`src/rtl/d_flip_flop.sv`:
```
// rtl/d_flip_flop.sv - WIDTH-bit D register, write enable, async active-low reset; optional clear (D_FLIP_FLOP_CLEAR_EN)
// Also holds the legacy wrappers register_32, register_5 and D_FlipFlop (positional q, d, write, reset, clk).

module d_flip_flop #(
    parameter int unsigned WIDTH     = 1,
    parameter logic [63:0] RESET_VAL = 64'd0
) (
    input  logic             clk,
    input  logic             reset,
    input  logic             write,
    input  logic [WIDTH-1:0] d,
    output logic [WIDTH-1:0] q
`ifdef D_FLIP_FLOP_CLEAR_EN
    ,
    input  logic             clear
`endif
);

    localparam logic [WIDTH-1:0] W_RESET_Q = RESET_VAL[WIDTH-1:0];

    logic [WIDTH-1:0] r_q;
    logic             w_clear;

`ifdef D_FLIP_FLOP_CLEAR_EN
    assign w_clear = clear;
`else
    assign w_clear = 1'b0;
`endif

    // Priority: reset > clear > write > hold (bubble insertion reuses the reset value).
    always_ff @(posedge clk or negedge reset) begin
        if (!reset) begin
            r_q <= W_RESET_Q;
        end else if (w_clear) begin
            r_q <= W_RESET_Q;
        end else if (write) begin
            r_q <= d;
        end
    end

    assign q = r_q;

endmodule

module register_32 (
    output logic [31:0] q,
    input  logic [31:0] d,
    input  logic        write,
    input  logic        reset,
    input  logic        clk
);

    d_flip_flop #(.WIDTH(32)) u_ff (
        .clk   (clk),
        .reset (reset),
        .write (write),
        .d     (d),
        .q     (q)
`ifdef D_FLIP_FLOP_CLEAR_EN
        ,
        .clear (1'b0)
`endif
    );

endmodule


```
`config.mk`:
```
export PLATFORM = sky130hd
export DESIGN_NAME = register_32
export DESIGN_NICKNAME = d
export VERILOG_FILES = /design/src/rtl/d_flip_flop.sv
export SDC_FILE = /design/constraint.sdc
export NUM_CORES = 1
export LEC_CHECK = 0
export ABC_AREA = 1
export CORE_UTILIZATION = 42
export CTS_BUF_LIST = sky130_fd_sc_hd__clkbuf_16
export DETAILED_ROUTE_END_ITERATION = 10
export PLACE_DENSITY_LB_ADDON = 0.3
export SYNTH_ARGS = -nofsm -noshare
export SYNTH_HDL_FRONTEND = slang
export SYNTH_SLANG_ARGS = --single-unit
```
`constraint.sdc`:
```
create_clock -name clk -period 2.1 [get_ports clk]
set_clock_uncertainty 0.1 [all_clocks]
set_input_delay 0.315 -clock clk [delete_from_list [all_inputs] [get_ports clk]]
set_output_delay 0.315 -clock clk [all_outputs]
set_load 0.03 [all_outputs]
```
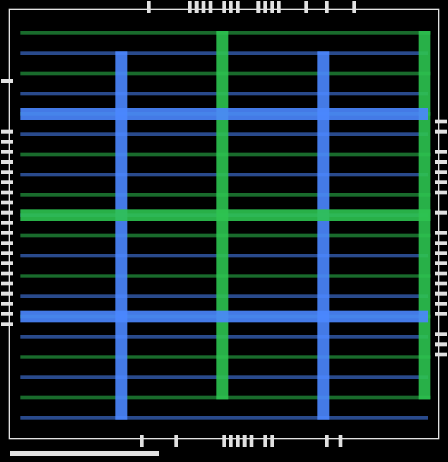
(images/pdn.png)
The bar under the picture is 20 um long. Pins as bars on the die edge.
| net | colour |
|---|---|
| VDD | green |
| VSS | blue |
met5 straps: 3
signal pins: 67
met4 straps: 4
rows: 19
met1 rails: 20

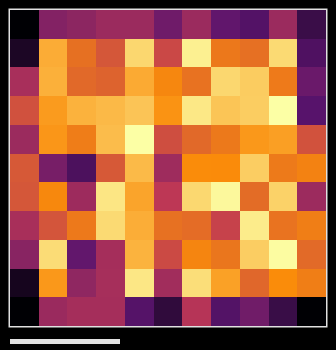
(images/density.png)
The bar under the picture is 20 um long. The die is cut into 11 by 11 equal tiles; black is low, pale yellow is high, 0 to 100% covered.
mean over tiles: 61%
emptiest ninth of the die: south-west
nearly empty tiles: 2.5%
Finished Core Util: 72.6%
core area: 2830 sq um
FP Util: 45.7%

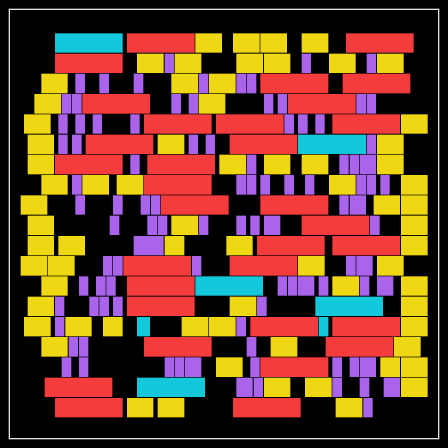
(images/cell_classes.png)
| class | colour | cells | share of their area |
|---|---|---|---|
| clock drivers and dummy loads | cyan | 7 | 6.6% |
| other buffers and delay cells | yellow | 69 | 34% |
| flops | red | 32 | 40% |
| all other logic | purple | 97 | 20% |

==> cells in the final DEF, fill, tap and decap left out, drive strengths merged <==
cell           instances
clkdlybuf4s50         66
dfrtp                 32
nand2                 96
clkinv                 1
buf                    3
clkbuf                 5
inv                    2
==> where the power goes <==
group,switching (mW),internal [mW],total (mW)
combinational,0.208,0.176,0.384
sequential,0.0322,0.673,0.705
clock,0.228,0.423,0.651
==> layout make-up <==
cell class	instances	area [sq um]	share of cell area (%)
sequential	32	801	39.0
clock inverter	2	8.76	0.427
tap	31	38.8	1.89
clock buffer	5	125	6.09
timing repair buffer	69	683	33.3
inverter	1	11.3	0.548
multi-input combinational	96	385	18.8
==> metrics by stage <==
stage                     cells  worst slack, ps  hold slack, ps  cell area (sq um)
after floorplan             136             1190           -80.6               1290
after global placement      229              522             354               1920
after detailed placement    229              440             359               1920
after CTS                   236              341             354               2050
after global routing        236              308             380               2050
final                       236              357             339               2050
==> cells by family after synthesis <==
family        share of synthesized area, %
buf+inv                               8.23
flops                                 62.0
simple gates                          29.8
==> worst max path at each step <==
| stage | slack (ps) | endpoint | cells after the start |
|---|---|---|---|
| after detailed placement | 440 | u_ff.q[10] | 4 |
| final | 360 | q[7] | 1 |
| after floorplan | 1190 | q[0] | 0 |
| after CTS | 340 | q[7] | 1 |
| after global placement | 520 | u_ff.q[1] | 4 |
| after global routing | 310 | q[7] | 1 |
==> routing by layer <==
metal | global-route usage, % | wire, um
met4 | 11.5 | 80
met2 | 36.7 | 1500
met3 | 10.7 | 267
met5 | 0 | 0
met1 | 21.4 | 1170
==> results.json <==
{
  "async_reset_ff_share_pct": 100,
  "hold_class": "in -> async",
  "timing.max_cap.violations": 0,
  "top_area_share_pct": 62.0,
  "drt_first_pass_iters": 7,
  "maxSlewViolCount": 0,
  "ys_cells": 136,
  "clk_path_buf_depth": 2,
  "synthTopCellsByCount": "86 x nand2_1, 32 x dfrtp_1, 10 x nand2_2",
  "power.density_nw_per_um2": 848,
  "die_y_um": 57.5,
  "crit_type": "reg -> out",
  "period_used_pct": 83.0,
  "htree_levels": 2,
  "grt_setup_unrepaired": "no",
  "rows": 19,
  "status": "complete, but fails checks",
  "via_count": 1105,
  "worstPathRequired_ps": 1680,
  "ys_area_sq_um": 1290,
  "ios": 67,
  "r2r_end": "u_ff.q[12]",
  "overflow": 0,
  "yosys_warnings": 0,
  "cts_hold_buf": 0,
  "end_kind": "output port",
  "startpoint": "u_ff.q[7]",
  "violations": "design-rule violations",
  "synthCells": 136,
  "antenna_found_initial": 0,
  "setup_violations": 0,
  "gp_congestion": 0.666,
  "slew_headroom_pct": 73.5,
  "syn_avg_cell_area_sq_um": 9.50,
  "synthesis.area_sq_um": 1290,
  "hold_violations": 0,
  "cts_setup_buffers": 0,
  "top_cells_by_area": "dfrtp_1 62%, nand2_1 25%, nand2_2 4.8%",
  "crit_arrival_ps": 1330,
  "max_stage_delay_ps": 690,
  "critPathBufInv": 1,
  "chip_area_sq_um": 3300,
  "io_buffers": 66,
  "drtIter0Drc": 36,
  "drive_gt1_share_pct": 9.76,
  "cts_resized": 0,
  "grt_max_degree": 33,
  "cts_tree": "built",
  "numCtsBuffers": 5,
  "yosysMostFrequentCell": "nand2_1",
  "regToRegStartpoint": "u_ff.q[12]",
  "critPathSlowestCell": "clkdlybuf4s50_1",
  "antenna_left": 0,
  "r2r_cells": 2,
  "cts_sinks": 32,
  "yosysSeqAreaShare_pct": 62.0,
  "grt_pass1_vias": 1200,
  "synth.distinct_cells": 7,
  "setup-tns-final_ps": 0,
  "clk_pin_slew_ps": 50,
  "drt-total-wl_um": 3020,
  "largest_register_ffs": 32,
  "wl_per_cell_um": 12.8,
  "tightest_slew_ps": 396,
  "drt-vias-per-instance": 4.68,
  "warnings": 26,
  "startpoint_type": "register",
  "max_freq_mhz": 574,
  "place_hpwl_um": 2130,
  "edf_count": 0,
  "areaGrowthSynthToFinish_pct": 58.9,
  "flop_cell": "dfrtp_1",
  "fin_nets": 240,
  "leakage_nw": 1.02,
  "yosys.area.top_type": "dfrtp_1",
  "irDropWorstVdd_mv": 0.609,
  "min_period_ps": 1740,
  "fill_cells": 213,
  "ys_ff": 32,
  "drc": 6,
  "crit_family": "buffers and inverters",
  "total_power_mw": 1.74,
  "synth.net_count": 171,
  "path_max_fanout": 2,
  "cts_root_buffer": "clkbuf_16",
  "regToRegSetupSlack_ps": 1360,
  "diodes": 0,
  "grt_first_pass_wirelength_um": 5090,
  "cp_cell_sequence": "clkdlybuf4s50_1",
  "die_w_um": 57.5,
  "clock_latency_ps": 270,
  "grt_usage_pct": 21.5
}
Power figures rest on the tool's default switching activity, not on a simulated workload.
